Fig. 1: clock nets
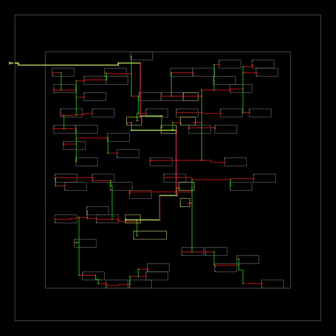
Fig. 2: sizing map
Bar = 20 um.
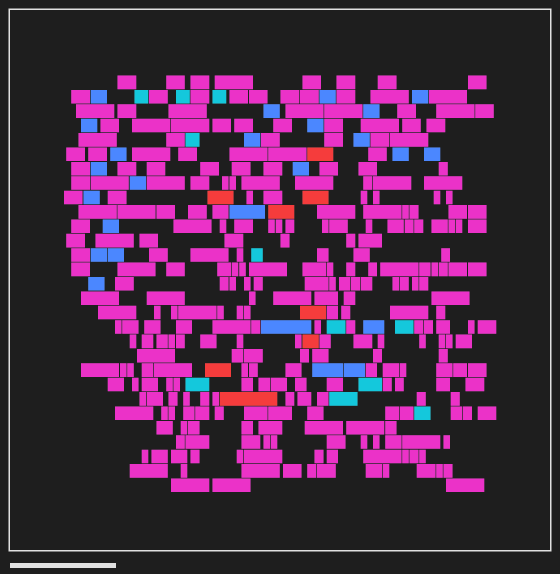
Fig. 3: signal wires on met2
Cells faint in the background.
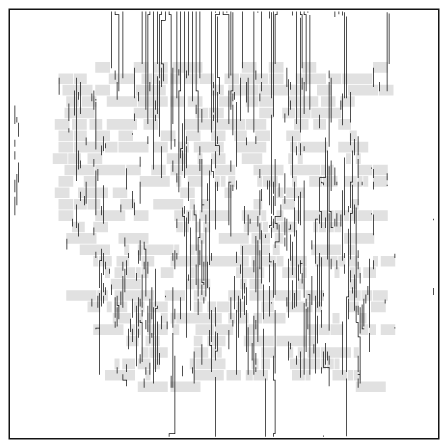
Fig. 4: signal wires on met1
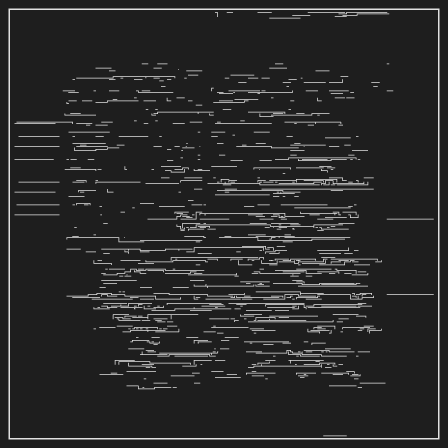
Design video_timing_sched_flat, sky130hd; sources not shown.
==> impl_metrics.xml <==
<?xml version="1.0" encoding="UTF-8"?>
<metrics>
  <group name="status">
    <metric name="outcome" unit="">finished clean</metric>
  </group>
  <group name="synth">
    <metric name="synth-cells-yosys" unit="">280</metric>
    <metric name="netlist-cell-type-count" unit="">47</metric>
    <metric name="synthArstFlopShare" unit="">0</metric>
    <metric name="yosys.stat.seqShare" unit="">0.4223</metric>
    <metric name="number_of_flops_mapped_to_enable_cells_by_yosys" unit="">0</metric>
    <metric name="netlist_instances" unit="">280</metric>
    <metric name="synth_area_per_cell" unit="um2">9.143</metric>
    <metric name="synthesis.yosys.warnings" unit="">0</metric>
    <metric name="netlist_area" unit="um2">2560</metric>
    <metric name="synth_chip_area" unit="um2">2560</metric>
    <metric name="synth_flops" unit="">54</metric>
    <metric name="ys.flop_type" unit="">dfxtp_1</metric>
  </group>
  <group name="final_timing">
    <metric name="worstMarginPinSlew" unit="ns">0.8818</metric>
    <metric name="max-slew-margin-rel" unit="">0.4115</metric>
    <metric name="finClkSkew" unit="ns">0.005820</metric>
    <metric name="rsz0062_at_grt" unit="">no</metric>
    <metric name="drv_slew" unit="">0</metric>
    <metric name="layout_worst_path_cycle_share" unit="">0.6598</metric>
    <metric name="report.final.hold_viol_count" unit="">0</metric>
    <metric name="setup_viol" unit="">0</metric>
    <metric name="timing.setup.tns" unit="ns">0</metric>
  </group>
  <group name="worst_setup_path">
    <metric name="required" unit="ns">4.76</metric>
    <metric name="worst-path-buf-inv" unit="">1</metric>
    <metric name="worstSetupPathDepth" unit="">6</metric>
    <metric name="cp_slowest_cell" unit="">clkdlybuf4s50_1</metric>
    <metric name="end_kind" unit="">output port</metric>
    <metric name="critical_path.max_fanout" unit="">15</metric>
    <metric name="ff2ff_setup_slack" unit="ns">3.40</metric>
    <metric name="path_cells" unit="">nor4b_2 -&gt; and4b_1 -&gt; a211oi_1 -&gt; a31o_1 -&gt; a21oi_1 -&gt; clkdlybuf4s50_1</metric>
    <metric name="worst_setup_path_start_kind" unit="">flop</metric>
    <metric name="cpLargestDelayFamily" unit="">simple AND/OR/NAND/NOR gates</metric>
    <metric name="worst_ep_arrival_time" unit="ns">2.85</metric>
    <metric name="critical_path_class" unit="">flop to output port</metric>
    <metric name="reg2reg_depth" unit="">4</metric>
  </group>
  <group name="die">
    <metric name="chip_area" unit="um2">10420</metric>
    <metric name="ioPinCount" unit="">74</metric>
    <metric name="area_of_the_core" unit="um2">6459</metric>
    <metric name="placement_rows" unit="">29</metric>
    <metric name="fp_util" unit="">0.3964</metric>
  </group>
  <group name="final_layout">
    <metric name="register_area" unit="um2">1081</metric>
    <metric name="post_route_cells_drive_above_1_share" unit="">0.1275</metric>
    <metric name="layout.filler_cells" unit="">627</metric>
    <metric name="area.combinational" unit="um2">1331</metric>
    <metric name="antenna_cells" unit="">0</metric>
    <metric name="nNetsFinal" unit="">382</metric>
    <metric name="largest_reg_flops" unit="">24</metric>
  </group>
  <group name="routing">
    <metric name="drt_first_iter_violations" unit="">28</metric>
    <metric name="remaining_drc_errors" unit="">0</metric>
    <metric name="route.detailed.wl_per_inst" unit="um">14.86</metric>
    <metric name="drtAntennaViolNets" unit="">0</metric>
    <metric name="drt_pre_antenna_iters" unit="">4</metric>
  </group>
  <group name="pwr">
    <metric name="pwr_density_cell" unit="nW/um2">216.1</metric>
    <metric name="power.static_leakage" unit="nW">1.244</metric>
  </group>
  <group name="clocking">
    <metric name="cts.path.max_buffers" unit="">2</metric>
    <metric name="cts_setup_buffers" unit="">0</metric>
    <metric name="cts-resized-gates" unit="">0</metric>
    <metric name="cts.htree.levels" unit="">2</metric>
    <metric name="cts_root_buffer" unit="">clkbuf_8</metric>
    <metric name="clock_tree_from_tritoncts" unit="">done</metric>
    <metric name="cts_hold_buffers_added" unit="">0</metric>
    <metric name="cts.sink_count" unit="">54</metric>
    <metric name="worst_setup_hold_path_clk_slew" unit="ns">0.10</metric>
  </group>
  <group name="global_routing">
    <metric name="antenna_found_initial" unit="">0</metric>
    <metric name="grt_start_max_net_pins" unit="">25</metric>
    <metric name="grt_pass1_wl" unit="mm">10.23</metric>
    <metric name="track_usage" unit="">0.1205</metric>
    <metric name="grt_pass1_vias" unit="">2109</metric>
    <metric name="total_global_routing_overflow" unit="">0</metric>
  </group>
  <group name="run">
    <metric name="cap_viol_max_count" unit="">0</metric>
    <metric name="openroad.warnings" unit="">33</metric>
  </group>
  <group name="placement">
    <metric name="place_congestion" unit="">0.7744</metric>
    <metric name="place.detailed.hpwl" unit="mm">4.885</metric>
  </group>
  <group name="min_path">
    <metric name="hold_depth" unit="">1</metric>
  </group>
</metrics>
-- Fig. 1 (at the start) --
latest clock arrival within the worst-skew pair: 0.31 ns
clock buffer instance count of the final layout: 6
number of buffers inserted during clock tree synthesis: 5

-- Fig. 2 (at the start) --
Red is _6 and larger, cells 8. Cyan is _2 cells, cells 11. Blue is _3 and _4 cells, cells 25. Magenta is _0 and _1 cells, cells 301.
worst path setup slack after routing: 1.905 ns
area added between synthesis and finish: 32.36%

-- Fig. 3 (at the start) --
The layer holds 49% of the routed length. 308 nets have wire on it.
total wirelength of the detailed-routed design: 6.273 mm
met2 Usage GRT: 0.2044
vias after detailed routing: 2,074

-- Fig. 4 (at the start) --
The longest straight run is 26.7 um. 345 nets have wire on it. The layer holds 43% of the routed length. The wires run mostly horizontal. The layer carries 2,690 um of wire.
global routing usage on met1: 0.1383

-- metal layers --
metal	vias up	share of wire	track usage
li1	1067	-	-
met1	964	0.43	0.1383
met3	8	0.066	0.04723
met5	-	0	0
met2	35	0.49	0.2044
met4	0	0.011	0.03254
-- kinds of logic (layout without fill, tap and decap cells) --
family                   count (synthesis)  count (layout)  synth area share
adder cells (fa/ha/maj)                  8               8           0.03910
buffers and inverters                   25              90           0.05767
flip-flops                              54              54            0.4223
multiplexers                             1               1          0.003910
AND/OR/NAND/NOR                        138             138            0.3221
AND-OR/OR-AND                           35              35           0.08994
XOR/XNOR                                19              19           0.06501
-- synthesized netlist by cell type (2+ instances only) --
| master | count | area, um2 |
|---|---|---|
| dfxtp_1 | 54 | 1081 |
| nor2_1 | 34 | 127.6 |
| nand2_1 | 23 | 86.33 |
| and2_4 | 20 | 175.2 |
| a21oi_1 | 19 | 95.09 |
| nand3_1 | 12 | 60.06 |
| inv_1 | 10 | 37.54 |
| xor2_1 | 10 | 87.58 |
| xnor2_1 | 9 | 78.83 |
| ha_1 | 8 | 100.1 |
| buf_6 | 6 | 67.56 |
| nor3_1 | 6 | 30.03 |
| o21ai_0 | 6 | 30.03 |
| and3_1 | 5 | 31.28 |
| nand4_1 | 5 | 31.28 |
| and2_2 | 4 | 30.03 |
| buf_2 | 4 | 20.02 |
| clkbuf_1 | 4 | 15.01 |
| or3_1 | 4 | 25.02 |
| or4_1 | 4 | 30.03 |
| nor2b_1 | 3 | 18.77 |
| a211oi_1 | 2 | 15.01 |
| and4b_1 | 2 | 20.02 |
| nand3_2 | 2 | 20.02 |
| nor4b_1 | 2 | 17.52 |
-- cell type report --
cell class,instances,share of cell area
Multi-Input combinational cell,201,0.3929
Sequential cell,54,0.3191
Timing Repair Buffer,72,0.2127
Tap cell,77,0.02843
Clock buffer,6,0.02437
Clock inverter,2,0.01145
Inverter,10,0.01108
-- report_power, final --
part	switching [mW]	internal [mW]
combinational	0.0240	0.0358
sequential	0.00282	0.390
clock	0.133	0.147
total	0.159	0.573
-- stage by stage --
step	instances	worst slack [ns]	hold WS (ns)	power [mW]	area (um2)
floorplan	280	2.810	0.4446	0.4265	2560
global placement	414	2.221	0.4694	0.4623	3267
detailed placement	414	2.200	0.4847	0.4626	3267
CTS	422	1.866	0.5074	0.7435	3388
global route	422	1.683	0.5177	0.7604	3388
finish	422	1.905	0.5020	0.7322	3388
-- layout by cell type (no fill, tap or decap), types with 2 or more instances in the layout --
cell type        synthesis  final
nor2b_1                  3      3
xor2_1                  10     10
and2_2                   4      4
nand4_1                  5      5
a21oi_1                 19     19
a211oi_1                 2      2
and4b_1                  2      2
or3_1                    4      4
xnor2_1                  9      9
nand3_1                 12     12
ha_1                     8      8
o21ai_0                  6      6
nor4b_1                  2      2
and3_1                   5      5
nand2_1                 23     23
nor2_1                  34     34
or4_1                    4      4
and2_4                  20     20
nand3_2                  2      2
inv_1                   10     10
clkdlybuf4s50_1          0     72
nor3_1                   6      6
clkbuf_8                 0      6
dfxtp_1                 54     54
No activity file was given, so power comes from the tool's default toggle rates.
